layer_met1.png
Bar = 10 um. Supply wires on this layer in grey.
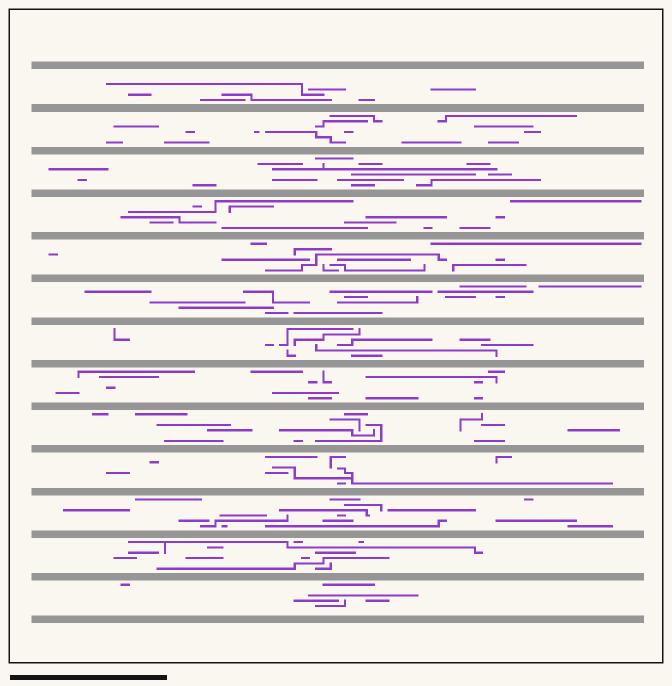
layer_met2.png
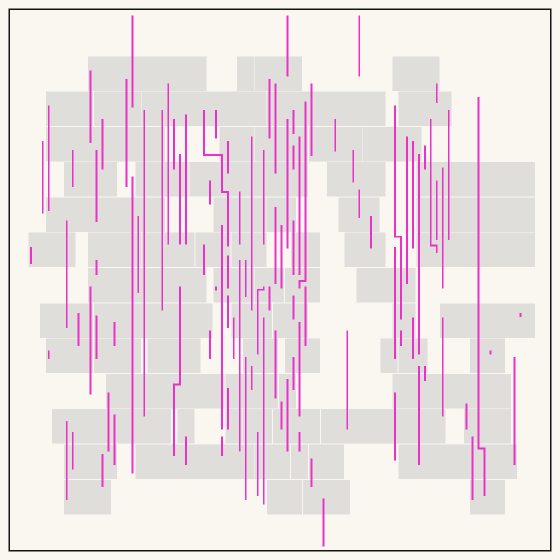
--- src/rtl/uart_tx_framer_if.sv ---
`default_nettype none
// ============================================================================
//  Module      : uart_tx_framer_if
//  Description : Parallel-request / serial-line bundle for uart_tx_framer.
//                The master side presents payload, request and parity
//                controls. The slave side (the framer) returns the serial
//                line and the busy flag.
//  Revision    : 1.0 - initial release
// ============================================================================
interface uart_tx_framer_if #(
    parameter int DATA_WIDTH = 8
);
    logic [DATA_WIDTH-1:0] P_DATA;
    logic                  Data_Valid;
    logic                  PAR_EN;
    logic                  PAR_TYP;
    logic                  TX_OUT;
    logic                  Busy;

    modport master (
        output P_DATA, Data_Valid, PAR_EN, PAR_TYP,
        input  TX_OUT, Busy
    );

    modport slave (
        input  P_DATA, Data_Valid, PAR_EN, PAR_TYP,
        output TX_OUT, Busy
    );
endinterface : uart_tx_framer_if
`default_nettype wire

--- src/rtl/uart_tx_framer.sv ---
`default_nettype none
// ============================================================================
//  Module      : uart_tx_framer
//  Description : UART transmit framer. Emits one serial bit per CLK edge:
//                start (0), DATA_WIDTH payload bits LSB first, an optional
//                parity bit, and stop (1). Back-to-back requests are accepted
//                at the edge that ends the stop bit.
//                The parity state and parity generation are built only when
//                the macro UART_TX_PARITY_EN is defined. Otherwise PAR_EN and
//                PAR_TYP are ignored.
//  Revision    : 1.0 - initial release
// ============================================================================
module uart_tx_framer #(
    parameter int DATA_WIDTH = 8
) (
    input  wire              CLK,
    input  wire              RST,
    uart_tx_framer_if.slave  bus
);

    localparam int                CNT_W  = $clog2(DATA_WIDTH);
    localparam logic [CNT_W-1:0]  C_LAST = CNT_W'(DATA_WIDTH - 1);
    localparam logic [CNT_W-1:0]  C_ONE  = CNT_W'(1);

    typedef enum logic [2:0] {
        S_IDLE   = 3'd0,
        S_START  = 3'd1,
        S_DATA   = 3'd2,
`ifdef UART_TX_PARITY_EN
        S_PARITY = 3'd3,
`endif
        S_STOP   = 3'd4
    } state_t;

    state_t                r_state;
    state_t                w_state_next;
    logic [CNT_W-1:0]      r_bit_cnt;
    logic [CNT_W-1:0]      w_cnt_next;
    logic [CNT_W-1:0]      w_cnt_inc;
    logic [DATA_WIDTH-1:0] r_data;
    logic                  r_tx;
    logic                  r_busy;
    logic                  w_tx_next;
    logic                  w_capture;

`ifdef UART_TX_PARITY_EN
    logic                  r_par_en;
    logic                  r_par_typ;
    logic                  w_parity;

    // Even parity is the XOR of the payload; odd parity inverts it.
    assign w_parity = (^r_data) ^ r_par_typ;
`else
    // Parity controls stay on the port list but have no effect in this build.
    logic                  w_unused_par;
    assign w_unused_par = bus.PAR_EN ^ bus.PAR_TYP;
`endif

    assign w_cnt_inc  = r_bit_cnt + C_ONE;
    assign bus.TX_OUT = r_tx;
    assign bus.Busy   = r_busy;

    // Next state, next counter and the line value for the coming cycle.
    // TX_OUT and Busy are registered from the next state, which gives the
    // one-cycle request-to-start-bit latency.
    always_comb begin
        w_state_next = r_state;
        w_cnt_next   = r_bit_cnt;
        w_tx_next    = 1'b1;
        w_capture    = 1'b0;
        case (r_state)
            S_IDLE: begin
                if (bus.Data_Valid) begin
                    w_capture    = 1'b1;
                    w_state_next = S_START;
                    w_tx_next    = 1'b0;
                end
            end
            S_START: begin
                w_state_next = S_DATA;
                w_cnt_next   = '0;
                w_tx_next    = r_data[0];
            end
            S_DATA: begin
                if (r_bit_cnt == C_LAST) begin
`ifdef UART_TX_PARITY_EN
                    if (r_par_en) begin
                        w_state_next = S_PARITY;
                        w_tx_next    = w_parity;
                    end else begin
                        w_state_next = S_STOP;
                        w_tx_next    = 1'b1;
                    end
`else
                    w_state_next = S_STOP;
                    w_tx_next    = 1'b1;
`endif
                end else begin
                    w_cnt_next = w_cnt_inc;
                    w_tx_next  = r_data[w_cnt_inc];
                end
            end
`ifdef UART_TX_PARITY_EN
            S_PARITY: begin
                w_state_next = S_STOP;
                w_tx_next    = 1'b1;
            end
`endif
            S_STOP: begin
                if (bus.Data_Valid) begin
                    w_capture    = 1'b1;
                    w_state_next = S_START;
                    w_tx_next    = 1'b0;
                end else begin
                    w_state_next = S_IDLE;
                    w_tx_next    = 1'b1;
                end
            end
            default: begin
                w_state_next = S_IDLE;
                w_tx_next    = 1'b1;
            end
        endcase
    end

    // State, bit counter and registered line outputs; reset aborts any frame.
    always_ff @(posedge CLK or negedge RST) begin
        if (!RST) begin
            r_state   <= S_IDLE;
            r_bit_cnt <= '0;
            r_tx      <= 1'b1;
            r_busy    <= 1'b0;
        end else begin
            r_state   <= w_state_next;
            r_bit_cnt <= w_cnt_next;
            r_tx      <= w_tx_next;
            r_busy    <= (w_state_next != S_IDLE);
        end
    end

    // Payload and parity controls are frozen at acceptance so later input
    // changes cannot disturb the frame on the line.
    always_ff @(posedge CLK or negedge RST) begin
        if (!RST) begin
            r_data    <= '0;
`ifdef UART_TX_PARITY_EN
            r_par_en  <= 1'b0;
            r_par_typ <= 1'b0;
`endif
        end else if (w_capture) begin
            r_data    <= bus.P_DATA;
`ifdef UART_TX_PARITY_EN
            r_par_en  <= bus.PAR_EN;
            r_par_typ <= bus.PAR_TYP;
`endif
        end
    end

endmodule : uart_tx_framer
`default_nettype wire

--- src/flat_wrapper.sv ---
// flat-port wrapper written by rule: the top's interface ports become plain ports
module uart_tx_framer_flat 
#(
    parameter int DATA_WIDTH = 8
)
  (CLK, RST, bus_P_DATA, bus_Data_Valid, bus_PAR_EN, bus_PAR_TYP, bus_TX_OUT, bus_Busy);
  uart_tx_framer_if #(.DATA_WIDTH(DATA_WIDTH)) bus_i ();
  input  wire CLK;
  input  wire RST;
  input wire logic [$bits(bus_i.P_DATA)-1:0] bus_P_DATA;
  input wire logic [$bits(bus_i.Data_Valid)-1:0] bus_Data_Valid;
  input wire logic [$bits(bus_i.PAR_EN)-1:0] bus_PAR_EN;
  input wire logic [$bits(bus_i.PAR_TYP)-1:0] bus_PAR_TYP;
  output wire logic [$bits(bus_i.TX_OUT)-1:0] bus_TX_OUT;
  output wire logic [$bits(bus_i.Busy)-1:0] bus_Busy;
  assign bus_i.P_DATA = bus_P_DATA;
  assign bus_i.Data_Valid = bus_Data_Valid;
  assign bus_i.PAR_EN = bus_PAR_EN;
  assign bus_i.PAR_TYP = bus_PAR_TYP;
  assign bus_TX_OUT = bus_i.TX_OUT;
  assign bus_Busy = bus_i.Busy;
  uart_tx_framer #(.DATA_WIDTH(DATA_WIDTH)) u_core (.CLK(CLK), .RST(RST), .bus(bus_i));
endmodule
--- config.mk ---
export PLATFORM = sky130hd
export DESIGN_NAME = uart_tx_framer_flat
export DESIGN_NICKNAME = d
export VERILOG_FILES = /design/src/rtl/uart_tx_framer_if.sv /design/src/rtl/uart_tx_framer.sv /design/src/flat_wrapper.sv
export SDC_FILE = /design/constraint.sdc
export NUM_CORES = 1
export LEC_CHECK = 0
export ABC_AREA = 0
export CAP_MARGIN = 20
export CORE_MARGIN = 1
export CORE_UTILIZATION = 48
export DETAILED_ROUTE_END_ITERATION = 10
export PLACE_DENSITY = 0.78
export REMOVE_ABC_BUFFERS = 1
export SLEW_MARGIN = 30
export SYNTH_ARGS = -nofsm -noshare
export SYNTH_HDL_FRONTEND = slang
export SYNTH_SLANG_ARGS = --single-unit
--- constraint.sdc ---
create_clock -name CLK -period 2 [get_ports CLK]
set_clock_uncertainty 0.1 [all_clocks]
set_input_delay 0.4 -clock CLK [delete_from_list [all_inputs] [get_ports CLK]]
set_output_delay 0.4 -clock CLK [all_outputs]
set_load 0.1 [all_outputs]
==> flow_summary.toml <==
# physical design summary
[synth]
seq_area_frac_synth = 0.5332
synthAoiAreaFrac = 0.07973
adder_share = 0.04983
yosysUniqueCellTypes = 23
synth_top_cell_by_area = "dfrtp_1"
edf_count = 0
mux_share = 0.1993
top_cells_by_count = "dfrtp_1 (15), mux2_2 (11), ha_1 (3), nor3b_1 (3)"
synth_chip_area_um2 = 753.2
yosysMostFrequentCell = "dfrtp_1"
ys_ff = 16
xor_share = 0
syn_area_per_cell_um2 = 13.69

[global_routing]
busiest_layer = "met2"
grt_overflow_total = 0

[placed_design]
portBuffers = 12
hpwl_um = 962.5
place_congestion = 0.6930

[cells_and_area]
reg.largest.list = "u_core.r_data: 8 flops, u_core.r_bit_cnt: 3 flops, u_core.r_state: 3 flops"
dominant_cells = "registers"
seq_share = 0.4303
logic_area_um2 = 336.6
final_cell_count_no_fill = 87
regMostFlops = "u_core.r_data"
regArea_um2 = 401.6
buf_share = 0.1528
nets = 89
inverters = 2
largest_reg_flops = 8
lay_top_cells = "dfrtp_1 (15), mux2_2 (11), clkdlybuf4s50_1 (10)"
clkbuf_count = 4
comb_area_frac = 0.3606
clk_share = 0.02815
buffers = 14

[routing]
viasPerCell = 5.701
met3_length_um = 50
dr_wl_met2_um = 637
dr.pass1.iters = 4
met1Wirelength_um = 570
detail-route-antenna-nets = 0
wire_per_inst_um = 14.52
drt_iter0_drc = 5
top_layer = "met4"

[clock_tree]
clock.latency.late_pin_ps = 270
cts_tree = "built"
cts_root_buffer = "clkbuf_4"
clock_path_buffers = 2
htree_levels = 1
postCtsSetupRepairBufs = 0
numCtsBuffers = 3
clk_pin_slew_ps = 90

[hold_path]
hold_class = "input pin to async pin"

[worst_setup_path]
critPathRequiredTime_ps = 2070
arrival_ps = 1850
crit_family = "adder cells"
cp_max_fo = 5
crit_path_cell_trace = "ha_1 > ha_1 > nor3b_1 > o21bai_2 > mux2_2"
critPathMaxStageDelay_ps = 450
ff2ff_path_depth = 5
cp-start-kind = "flip-flop"
startpoint = "u_core.r_bit_cnt[0]"
endpoint = "u_core.r_bit_cnt[0]"

[timing]
hold_ws_ps = 339.0
rsz0062_at_grt = "false"
post-route-period-util = 0.8908
max_freq_ghz = 0.5613
slew_viol_final = 0
setup_viol = 0

[job]
drv_cap = 0
warnings = 28

[floorplanning]
tap_cells = 15
pin_count = 15
fp_util = 0.5448
die_x_um = 41.62
dieArea_um2 = 1732
core_area_um2 = 1383

[power]
peakVddDrop_uv = 783.0
leakage_nw = 0.4140
p_per_area_nw_per_um2 = 1604

[run_status]
status = "completed"
Notes on layer_met1.png above:
- nets with wire on the layer: 73
- main direction: horizontal
- wire length on this layer: 570 um
- share of all routed wire: 45%
- longest straight run: 16.6 um
routed wire length: 1263 um
vias: 496
met1 Track Usage GR: 0.2343

Notes on layer_met2.png above:
- wire length on this layer: 637 um
- longest straight run: 27.0 um
- main direction: vertical
- share of all routed wire: 50%
met2 Resource Use GR: 0.2875

[report_power, final]
group          internal (mW)  total [mW]  switching [mW]
clock network         0.0772       0.172          0.0948
registers              0.480       0.592           0.112
logic                  0.365       0.733           0.368
total                  0.922        1.50           0.575
[logic make-up (layout without fill, tap and decap cells)]
logic type	after synthesis	count (layout)
AND-OR/OR-AND	7	7
adder cells (fa/ha/maj)	3	3
buffers and inverters	3	20
flip-flops	16	16
multiplexers	12	12
AND/OR/NAND/NOR	14	14
[metrics by stage]
step                      instance area (um^2)  setup slack [ps]  power [mW]
after floorplan                          745.7             181.5       1.126
after global placement                   907.1             182.6       1.299
after detailed placement                 907.1             146.6       1.335
after CTS                                933.4             212.6       1.507
after global routing                     933.4             73.53       1.597
final                                    933.4             218.5       1.497
Power and IR drop assume default switching activity.
